**config.mk**
```make
export PLATFORM = sky130hd
export DESIGN_NAME = skid_slice
export DESIGN_NICKNAME = d
export VERILOG_FILES = /design/src/rtl/skid_slice_pkg.sv /design/src/rtl/skid_slice.sv
export SDC_FILE = /design/constraint.sdc
export NUM_CORES = 1
export LEC_CHECK = 0
export ABC_AREA = 1
export CAP_MARGIN = 10
export CORE_MARGIN = 4
export CORE_UTILIZATION = 49
export CTS_CLUSTER_DIAMETER = 40
export DETAILED_ROUTE_END_ITERATION = 12
export PLACE_DENSITY = 0.77
export SLEW_MARGIN = 25
export SYNTH_ARGS = -nofsm -noshare
export SYNTH_HDL_FRONTEND = slang
export SYNTH_SLANG_ARGS = --single-unit
```
**constraint.sdc**
```tcl
create_clock -name i_clk -period 1.3 [get_ports i_clk]
set_input_delay 0.26 -clock i_clk [delete_from_list [all_inputs] [get_ports i_clk]]
set_output_delay 0.26 -clock i_clk [all_outputs]
set_load 0.01 [all_outputs]
```
**src/rtl/skid_slice_pkg.sv**
```systemverilog
//------------------------------------------------------------------------------
// skid_slice_pkg
// Shared state encoding and occupancy helpers for the skid_slice register slice.
// Rev 1.0
//------------------------------------------------------------------------------
`default_nettype none

package skid_slice_pkg;

    localparam int OCC_W = 2;

    typedef enum logic [1:0] {
        ST_EMPTY = 2'd0,
        ST_BUSY  = 2'd1,
        ST_FULL  = 2'd2
    } state_t;

    function automatic logic [OCC_W-1:0] occ_of(input state_t st);
        case (st)
            ST_BUSY: occ_of = OCC_W'(1);
            ST_FULL: occ_of = OCC_W'(2);
            default: occ_of = OCC_W'(0);
        endcase
    endfunction

endpackage

`default_nettype wire

```
**src/rtl/skid_slice.sv**
```systemverilog
//------------------------------------------------------------------------------
// skid_slice
// Two-entry valid/ready register slice with fully registered outputs and a
// wrapping count of completed downstream transfers.
// Rev 1.0
//------------------------------------------------------------------------------
`default_nettype none

module skid_slice
    import skid_slice_pkg::*;
#(
    parameter int WIDTH = 3,
    parameter int CNT_W = 16
) (
    input  logic             i_clk,
    input  logic             i_arst,
    input  logic             i_valid,
    output logic             o_ready,
    input  logic [WIDTH-1:0] i_data,
    output logic             o_valid,
    input  logic             i_ready,
    output logic [WIDTH-1:0] o_data,
    output logic [OCC_W-1:0] o_count,
    output logic [CNT_W-1:0] o_nXfer
);

    state_t             r_state;
    state_t             w_state_nxt;
    logic [WIDTH-1:0]   r_main;
    logic [WIDTH-1:0]   r_skid;
    logic [WIDTH-1:0]   w_main_nxt;
    logic [WIDTH-1:0]   w_skid_nxt;
    logic               r_valid;
    logic               r_ready;
    logic [OCC_W-1:0]   r_count;
    logic [CNT_W-1:0]   r_nxfer;
    logic               w_up;
    logic               w_dn;

    // Handshakes use only registered outputs, so no input reaches an output combinationally.
    assign w_up = i_valid & r_ready;
    assign w_dn = r_valid & i_ready;

    always_ff @(posedge i_clk or posedge i_arst) begin
        if (i_arst) begin
            r_state <= ST_EMPTY;
        end else begin
            r_state <= w_state_nxt;
        end
    end

    always_comb begin
        w_state_nxt = r_state;
        w_main_nxt  = r_main;
        w_skid_nxt  = r_skid;
        case (r_state)
            ST_EMPTY: begin
                if (w_up) begin
                    w_main_nxt  = i_data;
                    w_state_nxt = ST_BUSY;
                end
            end
            ST_BUSY: begin
                if (w_up && w_dn) begin
                    w_main_nxt = i_data;
                end else if (w_up) begin
                    w_skid_nxt  = i_data;
                    w_state_nxt = ST_FULL;
                end else if (w_dn) begin
                    w_state_nxt = ST_EMPTY;
                end
            end
            ST_FULL: begin
                if (w_dn) begin
                    w_main_nxt  = r_skid;
                    w_state_nxt = ST_BUSY;
                end
            end
            default: begin
                w_state_nxt = ST_EMPTY;
            end
        endcase
    end

    // Status outputs are decoded from the next state so they line up with r_state.
    always_ff @(posedge i_clk or posedge i_arst) begin
        if (i_arst) begin
            r_main  <= '0;
            r_skid  <= '0;
            r_valid <= 1'b0;
            r_ready <= 1'b0;
            r_count <= '0;
            r_nxfer <= '0;
        end else begin
            r_main  <= w_main_nxt;
            r_skid  <= w_skid_nxt;
            r_valid <= (w_state_nxt != ST_EMPTY);
            r_ready <= (w_state_nxt != ST_FULL);
            r_count <= occ_of(w_state_nxt);
            if (w_dn) begin
                r_nxfer <= r_nxfer + CNT_W'(1);
            end
        end
    end

    assign o_ready = r_ready;
    assign o_valid = r_valid;
    assign o_data  = r_main;
    assign o_count = r_count;
    assign o_nXfer = r_nxfer;

endmodule

`default_nettype wire

```
### Cell sizes after repair, run 1

Drawn at 6 px/um.
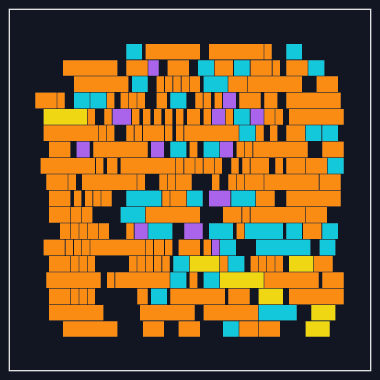
legend:
  orange:
    size: _0 and _1 cells
    cells: 164
    share: 75%
  yellow:
    size: _6 and larger
    cells: 7
    share: 3.2%
  cyan:
    size: _3 and _4 cells
    cells: 36
    share: 16%
  purple:
    size: _2 cells
    cells: 12
    share: 5.5%
bufs w/o clock: 58
post-route worst setup slack: 0.004944 ns
final instance area: 0.002004 mm2

### Placement view, run 1

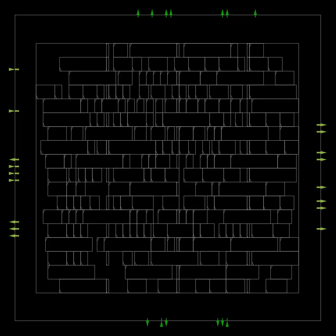
layout filler cell count: 178
Core Region: 0.002522 mm2
registers: 28

==> flow report, run 1 <==
================================================================================
Post-synthesis area per instance ..................................    8.432 um2
Number of top-level pins ..........................................           30
Run status ........................................................    completed
Number of antenna violations at the first check in global routing .            0
Seq cells post-synth ..............................................           28
Chip area estimate from yosys synthesis ........................... 0.001324 mm2
Post-synthesis cell area .......................................... 0.001324 mm2
Nets in the synthesized netlist ...................................          165
Most frequently placed logic cell in the final layout .............      nand2_1
Cts-stage hold buffer count .......................................            0
TritonCTS buffer count ............................................            3
Number of max-slew violations in the final report .................            0
Data required, critical path ......................................      1.04 ns
Leftover overflow at the end of global routing ....................            0
Nature of the critical path startpoint ............................    flip-flop
Global-route usage over all layers ................................       0.1882
Post-synthesis cell count .........................................          157
Count of instantiated cells in the yosys netlist ..................          157
Setup_tns .........................................................         0 ns
Number of global-route vias before repair .........................         1260
Pwr per Cell Area .................................................  1703 mW/mm2
Commonest cells after routing, fill and taps aside ................ 51 x nand2_1, 28 x dfrtp_1, 24 x buf_4
Width of the chip .................................................     59.98 um
Die Ht ............................................................     59.98 um
Fp util ...........................................................       0.5248
Crit path buf inv count ...........................................            1
Yosys synthesis warning count .....................................            0
DRC violation count after routing .................................            0
================================================================================
### Cells coloured by class, run 1

Drawn at 8 px/um.
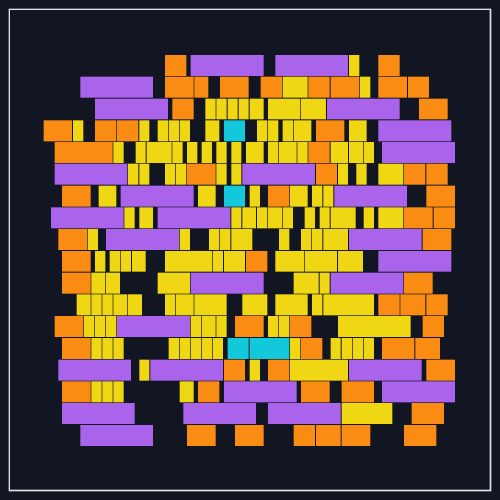
legend:
  purple:
    class: sequential cells
    cells: 28
  cyan:
    class: clock drivers and dummy loads
    cells: 4
  orange:
    class: remaining buffers and delay cells
    cells: 58
  yellow:
    class: combinational and other logic
    cells: 129
flip-flop and latch share of the layout cell area: 0.3496
std cell rows: 18

[run 1: synth_stat cells]
cell,number,area (um2)
inv_1,19,71.32
o21ai_1,3,15.01
xnor2_1,5,43.79
xor2_1,3,26.28
nor2_1,17,63.81
o21ai_2,2,17.52
nand2_2,2,12.51
dfrtp_1,28,700.7
ha_1,1,12.51
nand2_4,1,11.26
nor2_4,2,22.52
nand3_1,4,20.02
nand4_1,2,12.51
nand3b_1,2,15.01
nor2_2,3,18.77
nand3_2,2,20.02
nor3_1,2,10.01
a21oi_1,3,15.01
o21ai_0,4,20.02
nand2_1,52,195.2
[run 1: through the flow]
step                      hold slack [ns]    util  power [uW]  cell area [um2]  instances
final                              0.2300  0.7946        3414             2004        249
after global routing               0.2457  0.7946        3644             2004        249
after CTS                          0.2364  0.7416        3150             1871        246
after detailed placement           0.4718  0.6925        2744             1747        227
after global placement             0.4660  0.6925        2677             1747        227
after floorplan                    0.3254       -        2011             1324        157
[run 1: area by class of cell]
class                   count  area (um2)  area share
clock buffers               4       36.28     0.01810
inverters                  19       71.32     0.03558
multi-input cells         110       631.9      0.3152
flip-flops and latches     28       700.7      0.3496
well taps                  30       37.54     0.01873
repair buffers             58       526.8      0.2628
[run 1: report_power, final]
group	leakage (uW)	switching [uW]	internal, uW
clock	0.0000210	259	172
sequential	0.000357	141	1130
combinational	0.000598	901	807
[run 1: sequential cells by signal (all words and copies together), names as in the netlist]
register  cells
o_valid       1
o_count       2
o_data        3
o_ready       1
o_nXfer      16
r_skid        3
r_state       2
[run 1: routing by layer]
layer  wire length, um  track usage
met3               158      0.03024
met2              1648       0.3488
met1              1227       0.2161
met5                 0            0
met4                49      0.06329
[run 1: kinds of logic after synthesis]
logic type,Yosys count,synth area share
AOI/OAI and AO/OA,12,0.05104
adders and majority gates,1,0.009450
buffers and inverters,19,0.05388
DFF,28,0.5293
xor gates and xnor gates,8,0.05293
and+or+nand+nor,89,0.3034
[run 1: timing repair]
item / in CTS / in global routing
setup endpoints to repair: 23 / 33
buffers inserted: 15 / 3
resized: 26 / 39
pin swaps: 0 / 10
[run 1: final timing paths]
path / from / to / slack [ns] / cells after the start
min in group i_clk: o_data[1] / o_data[1] / 0.51 / 2
max in group asynchronous: i_arst / o_nXfer[0] / 0.91 / 3
setup / recovery: o_nXfer[0] / o_nXfer[0] / 0.005 / 1
hold / removal: i_arst / o_nXfer[11] / 0.23 / 3
hold reg to reg: o_data[1] / o_data[1] / 0.51 / 2
setup reg to reg: o_nXfer[0] / o_nXfer[13] / 0.02 / 7
==> inputs of run 2 (changes only) <==
--- a/config.mk
+++ b/config.mk
@@ -8,10 +8,10 @@
 export ABC_AREA = 1
 export CAP_MARGIN = 10
 export CORE_MARGIN = 4
-export CORE_UTILIZATION = 49
+export CORE_UTILIZATION = 40
 export CTS_CLUSTER_DIAMETER = 40
 export DETAILED_ROUTE_END_ITERATION = 12
-export PLACE_DENSITY = 0.77
+export PLACE_DENSITY = 0.65
 export SLEW_MARGIN = 25
 export SYNTH_ARGS = -nofsm -noshare
 export SYNTH_HDL_FRONTEND = slang
### Cell sizes after repair, run 2

Drawn at 6 px/um.
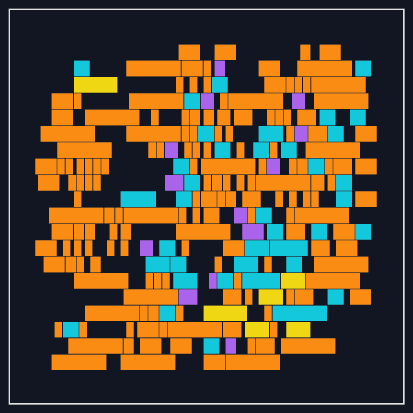
legend:
  cyan:
    size: _3 and _4 cells
    cells: 38
    share: 17%
  yellow:
    size: _6 and larger
    cells: 6
    share: 2.7%
  purple:
    size: _2 cells
    cells: 13
    share: 5.9%
  orange:
    size: _0 and _1 cells
    cells: 163
    share: 74%
final instance area: 0.002018 mm2
Area growth syn-to-layout: 52.46%

==> run 2 against run 1 <==
Against the previous run: area after synthesis unchanged; combinational power is essentially flat; clock power down 17%; sequential share of layout area is 0.24 points lower; global-route usage decreased by 4.5 points; largest power group unchanged; highest routed layer unchanged.
==> flow report, run 2 <==
==================================================================================
Largest cells by area after synthesis ............................... dfrtp_1 53%, nand2_1 15%, inv_1 5.4%
Crit path buf inv count .............................................            1   unchanged
Nets in the synthesized netlist .....................................          165   unchanged
Count of cell instances traversed by the critical path ..............            1   unchanged
Post-synthesis cell area ............................................ 0.001324 mm2   unchanged
Part of the total power dissipated in the clock network .............        0.106   -0.020
Core Region ......................................................... 0.003103 mm2   +23%
Most frequently placed logic cell in the final layout ...............      nand2_1
Number of top-level pins ............................................           30   unchanged
Data required, critical path ........................................      1.04 ns   about the same
Seq cells post-synth ................................................           28   unchanged
Start point of the critical path ....................................   o_nXfer[0]
Area share of the largest cell type after synthesis .................       0.5293   unchanged
Yosys synthesis warning count .......................................            0   unchanged
Die Ht ..............................................................     65.53 um   +9.3%
Number of global-route vias before repair ...........................         1164   -7.6%
Comb power frac .....................................................        0.513   +0.013
Pwr per Cell Area ...................................................  1663 mW/mm2   -2.4%
Post-synthesis cell count ...........................................          157   unchanged
Run status ..........................................................    completed
Most frequent cell after synthesis ..................................      nand2_1
FFs w/ async S/R, synth .............................................        1.000   unchanged
Critical register-to-register path endpoint .........................  o_nXfer[13]
FF-to-FF Start ......................................................   o_nXfer[1]
Post-synthesis area per instance ....................................    8.432 um2   unchanged
Net switching power of the design ...................................      1273 uW   -2.2%
Net switching share of the total power ..............................       0.3794   -0.001773
R2R depth ...........................................................            7   unchanged
TritonCTS buffer count ..............................................            3   unchanged
Std cell rows .......................................................           20   +2
Largest area contributor in the netlist .............................      dfrtp_1
Count of library flops with an enable pin ...........................            0   unchanged
Chip area estimate from yosys synthesis ............................. 0.001324 mm2   unchanged
Post-layout power ...................................................      3356 uW   -1.7%
Hold WS .............................................................    0.2410 ns   +0.01105 ns
Most common reg cell ................................................      dfrtp_1
Cell internal pwr ...................................................      2083 uW   -1.4%
Post-place instance area ............................................ 0.001779 mm2   +1.9%
Width of the chip ...................................................     65.53 um   +9.3%
Leftover overflow at the end of global routing ......................            0   unchanged
Number of antenna violations at the first check in global routing ...            0   unchanged
Critical path capture point .........................................   o_nXfer[0]
Nature of the critical path startpoint ..............................    flip-flop
Flip-flop count of the largest register, all copies and words added .           16   unchanged
Global-route usage over all layers ..................................       0.1428   -0.04540
Relative contribution of sequential cells to total power ............        0.382   +0.008
Fp util .............................................................       0.4266   -0.09819
Util after Layout ...................................................       0.6504   -0.1442
Number of max-slew violations in the final report ...................            0   unchanged
Count of instantiated cells in the yosys netlist ....................          157   unchanged
==================================================================================
run 2: how the worst min path moves through the flow:
stage | start | to | slack [ns] | depth (start not counted)
detailed placement | o_data[1] | o_data[1] | 0.47 | 2
CTS | i_arst | r_skid[2] | 0.25 | 3
floorplan | i_arst | o_count[0] | 0.33 | 1
finish | i_arst | r_skid[2] | 0.24 | 3
global route | i_arst | r_skid[0] | 0.23 | 3
global placement | o_data[2] | o_data[2] | 0.47 | 2
run 2: cell type report:
type | count | area (um2)
multi-input combinational | 110 | 631.9
sequential | 28 | 700.7
inverter | 19 | 71.32
timing repair buffer | 60 | 536.8
fill | 276 | 1085
tap | 44 | 55.05
clock buffer | 3 | 22.52
run 2: cells by family (layout without fill, tap and decap cells):
| family | after synthesis | count (layout) | share of synthesized area |
|---|---|---|---|
| compound gates | 12 | 12 | 0.05104 |
| xor+xnor | 8 | 8 | 0.05293 |
| fa+ha+maj | 1 | 1 | 0.009450 |
| buf+inv | 19 | 82 | 0.05388 |
| flops | 28 | 28 | 0.5293 |
| simple gates | 89 | 89 | 0.3034 |
run 2: power groups by stage:
stage / logic [uW] / clock network, uW / registers (uW)
after floorplan: 584 / 0 / 1430
after global placement: 1400 / 0 / 1320
after detailed placement: 1420 / 0 / 1330
after CTS: 1450 / 363 / 1260
after global routing: 1890 / 410 / 1320
final: 1720 / 355 / 1280
run 2: tightest hold or removal path: cells and delay by family:
kind / cells / cell delay (ns)
buf+inv: 3 / 0.67
run 2: layer usage:
layer  GRT usage  wire length (um)  vias to the layer above
met1      0.1676              1288                      575
met3     0.02906                70                        2
li1            -                 -                      614
met2      0.2617              1574                       15
met4     0.03886                19                        0
met5           0                 0                        -
run 2: metrics by stage:
step / instances / worst slack, ns / TNS [ns]
floorplan: 157 / 0.04956 / 0
global placement: 243 / -0.1670 / -2.537
detailed placement: 243 / -0.2086 / -2.936
CTS: 260 / -0.01664 / -0.03059
global route: 264 / -0.06349 / -0.2087
finish: 264 / 0.01419 / 0
run 2: repair_timing:
action,in CTS,in global routing
buffers inserted,14,4
endpoints found under the setup margin,23,38
pin swaps,0,10
hold buffers,0,0
resized,26,41
==> inputs of run 3 (changes only) <==
--- a/config.mk
+++ b/config.mk
@@ -7,11 +7,11 @@
 export LEC_CHECK = 0
 export ABC_AREA = 1
 export CAP_MARGIN = 10
-export CORE_MARGIN = 4
+export CORE_MARGIN = 2
 export CORE_UTILIZATION = 40
 export CTS_CLUSTER_DIAMETER = 40
 export DETAILED_ROUTE_END_ITERATION = 12
-export PLACE_DENSITY = 0.65
+export PLACE_DENSITY = 0.66
 export SLEW_MARGIN = 25
 export SYNTH_ARGS = -nofsm -noshare
 export SYNTH_HDL_FRONTEND = slang
### Placement view, run 3

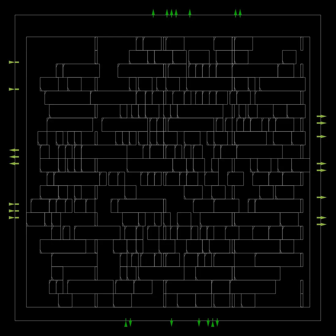
final cell count without fillers: 265
Core Region: 0.003103 mm2
Taps Inserted: 44

==> run 3 against run 2 <==
Against the previous run: worst setup slack better by 0.0093 ns; largest cell class unchanged; maximum frequency up 0.73%; critical path depth unchanged.
==> flow report, run 3 <==
==================================================================================
Largest area contributor in the netlist .............................      dfrtp_1
Largest cells by area after synthesis ............................... dfrtp_1 53%, nand2_1 15%, inv_1 5.4%
Layout filler cell count ............................................          289   +4.7%
Area taken by flip-flops and latches ................................    700.7 um2   unchanged
Post-synthesis cell count ...........................................          157   unchanged
Post-place instance area ............................................ 0.001794 mm2   +0.84%
Comb power frac .....................................................        0.497   -0.016
Cell internal pwr ...................................................      2121 uW   +1.8%
Seq cells post-synth ................................................           28   unchanged
Count of library flops with an enable pin ...........................            0   unchanged
Final instance area ................................................. 0.002004 mm2   -0.68%
Nets in the synthesized netlist .....................................          165   unchanged
Number of top-level pins ............................................           30   unchanged
Pwr per Cell Area ...................................................  1680 mW/mm2   +0.99%
Most common reg cell ................................................      dfrtp_1
Relative contribution of sequential cells to total power ............        0.377   -0.005
Crit path buf inv count .............................................            1   unchanged
Cts-stage hold buffer count .........................................            0   unchanged
Most frequent cell after synthesis ..................................      nand2_1
Area growth syn-to-layout ...........................................       51.42%
Count of instantiated cells in the yosys netlist ....................          157   unchanged
Net switching power of the design ...................................      1246 uW   -2.2%
Yosys synthesis warning count .......................................            0   unchanged
Flip-flop count of the largest register, all copies and words added .           16   unchanged
Hold WS .............................................................    0.2316 ns   -0.009471 ns
Number of max-slew violations in the final report ...................            0   unchanged
Post-synthesis area per instance ....................................    8.432 um2   unchanged
Part of the total power dissipated in the clock network .............        0.126   +0.020
Chip area estimate from yosys synthesis ............................. 0.001324 mm2   unchanged
Most frequently placed logic cell in the final layout ...............      nand2_1
FFs w/ async S/R, synth .............................................        1.000   unchanged
Data required, critical path ........................................      1.04 ns   about the same
DRC violation total after the first TritonRoute iteration ...........           75
Die Size ............................................................ 0.003785 mm2
Nature of the critical path startpoint ..............................    flip-flop
Post-synthesis cell area ............................................ 0.001324 mm2   unchanged
TritonCTS buffer count ..............................................            3   unchanged
Leftover overflow at the end of global routing ......................            0   unchanged
Width of the chip ...................................................     61.53 um   -6.1%
Number of antenna violations at the first check in global routing ...            0   unchanged
Logic cell area .....................................................    614.3 um2   -2.8%
Number of nets at the end of the flow ...............................          230
Net switching share of the total power ..............................       0.3701   -0.009302
Std cell rows .......................................................           20   unchanged
Die Ht ..............................................................     61.53 um   -6.1%
Run status ..........................................................    completed
Placed instance count ...............................................          245   +0.82%
Worst setup path category ........................................... flip-flop to output pin
==================================================================================
[run 3: metrics by stage]
step | TNS, ns | power (uW) | setup WS (ns) | util
after floorplan | 0 | 2011 | 0.04956 | -
after global placement | -2.601 | 2749 | -0.1707 | 0.5782
after CTS | -0.05859 | 3272 | -0.01940 | 0.6230
after detailed placement | -3.074 | 2803 | -0.2054 | 0.5782
final | 0 | 3367 | 0.02347 | 0.6460
after global routing | -0.1733 | 3627 | -0.04684 | 0.6460
[run 3: kinds of logic (layout without fill, tap and decap cells)]
group | after synthesis | after routing | synth area share
buf+inv | 19 | 83 | 0.05388
xor+xnor | 8 | 8 | 0.05293
flops | 28 | 28 | 0.5293
simple gates | 89 | 89 | 0.3034
fa+ha+maj | 1 | 1 | 0.009450
compound gates | 12 | 12 | 0.05104
[run 3: worst paths after layout]
check                                start          end  slack [ns]  depth (start not counted)
min in group i_clk               i_data[1]    r_skid[1]        0.52                          3
worst min register to register   o_data[2]    o_data[2]        0.52                          2
worst max register to register  o_nXfer[1]  o_nXfer[14]        0.05                          7
max in group asynchronous           i_arst   o_nXfer[2]        0.91                          3
worst max-delay path            o_nXfer[1]   o_nXfer[1]        0.02                          1
worst min-delay path                i_arst    o_data[1]        0.23                          3
[run 3: timing repair]
item	in CTS	in global routing
setup endpoints to repair	23	35
pin swaps	1	6
gates resized	30	30
buffers inserted	15	2
[run 3: power groups by stage]
stage	clock network [uW]	logic [uW]	registers [uW]
2_1_floorplan	0	584	1430
3_3_place_gp	0	1440	1310
3_5_place_dp	0	1480	1330
4_1_cts	440	1570	1270
5_1_grt	485	1840	1300
6_report	424	1670	1270
[run 3: area by class of cell]
class / instances / area share
tap: 44 / 0.02747
timing repair buffer: 60 / 0.2628
clock buffer: 4 / 0.01810
inverter: 19 / 0.03558
sequential: 28 / 0.3496
multi-input combinational: 110 / 0.3065
[run 3: routing by layer]
layer	share of wire	wire (um)	vias to the layer above	global-route usage
met5	0	0	-	0
met1	0.44	1284	566	0.2193
li1	-	-	613	-
met2	0.51	1472	29	0.2962
met3	0.044	129	4	0.04622
met4	0.0072	21	0	0.03647
Power and IR drop assume default switching activity.
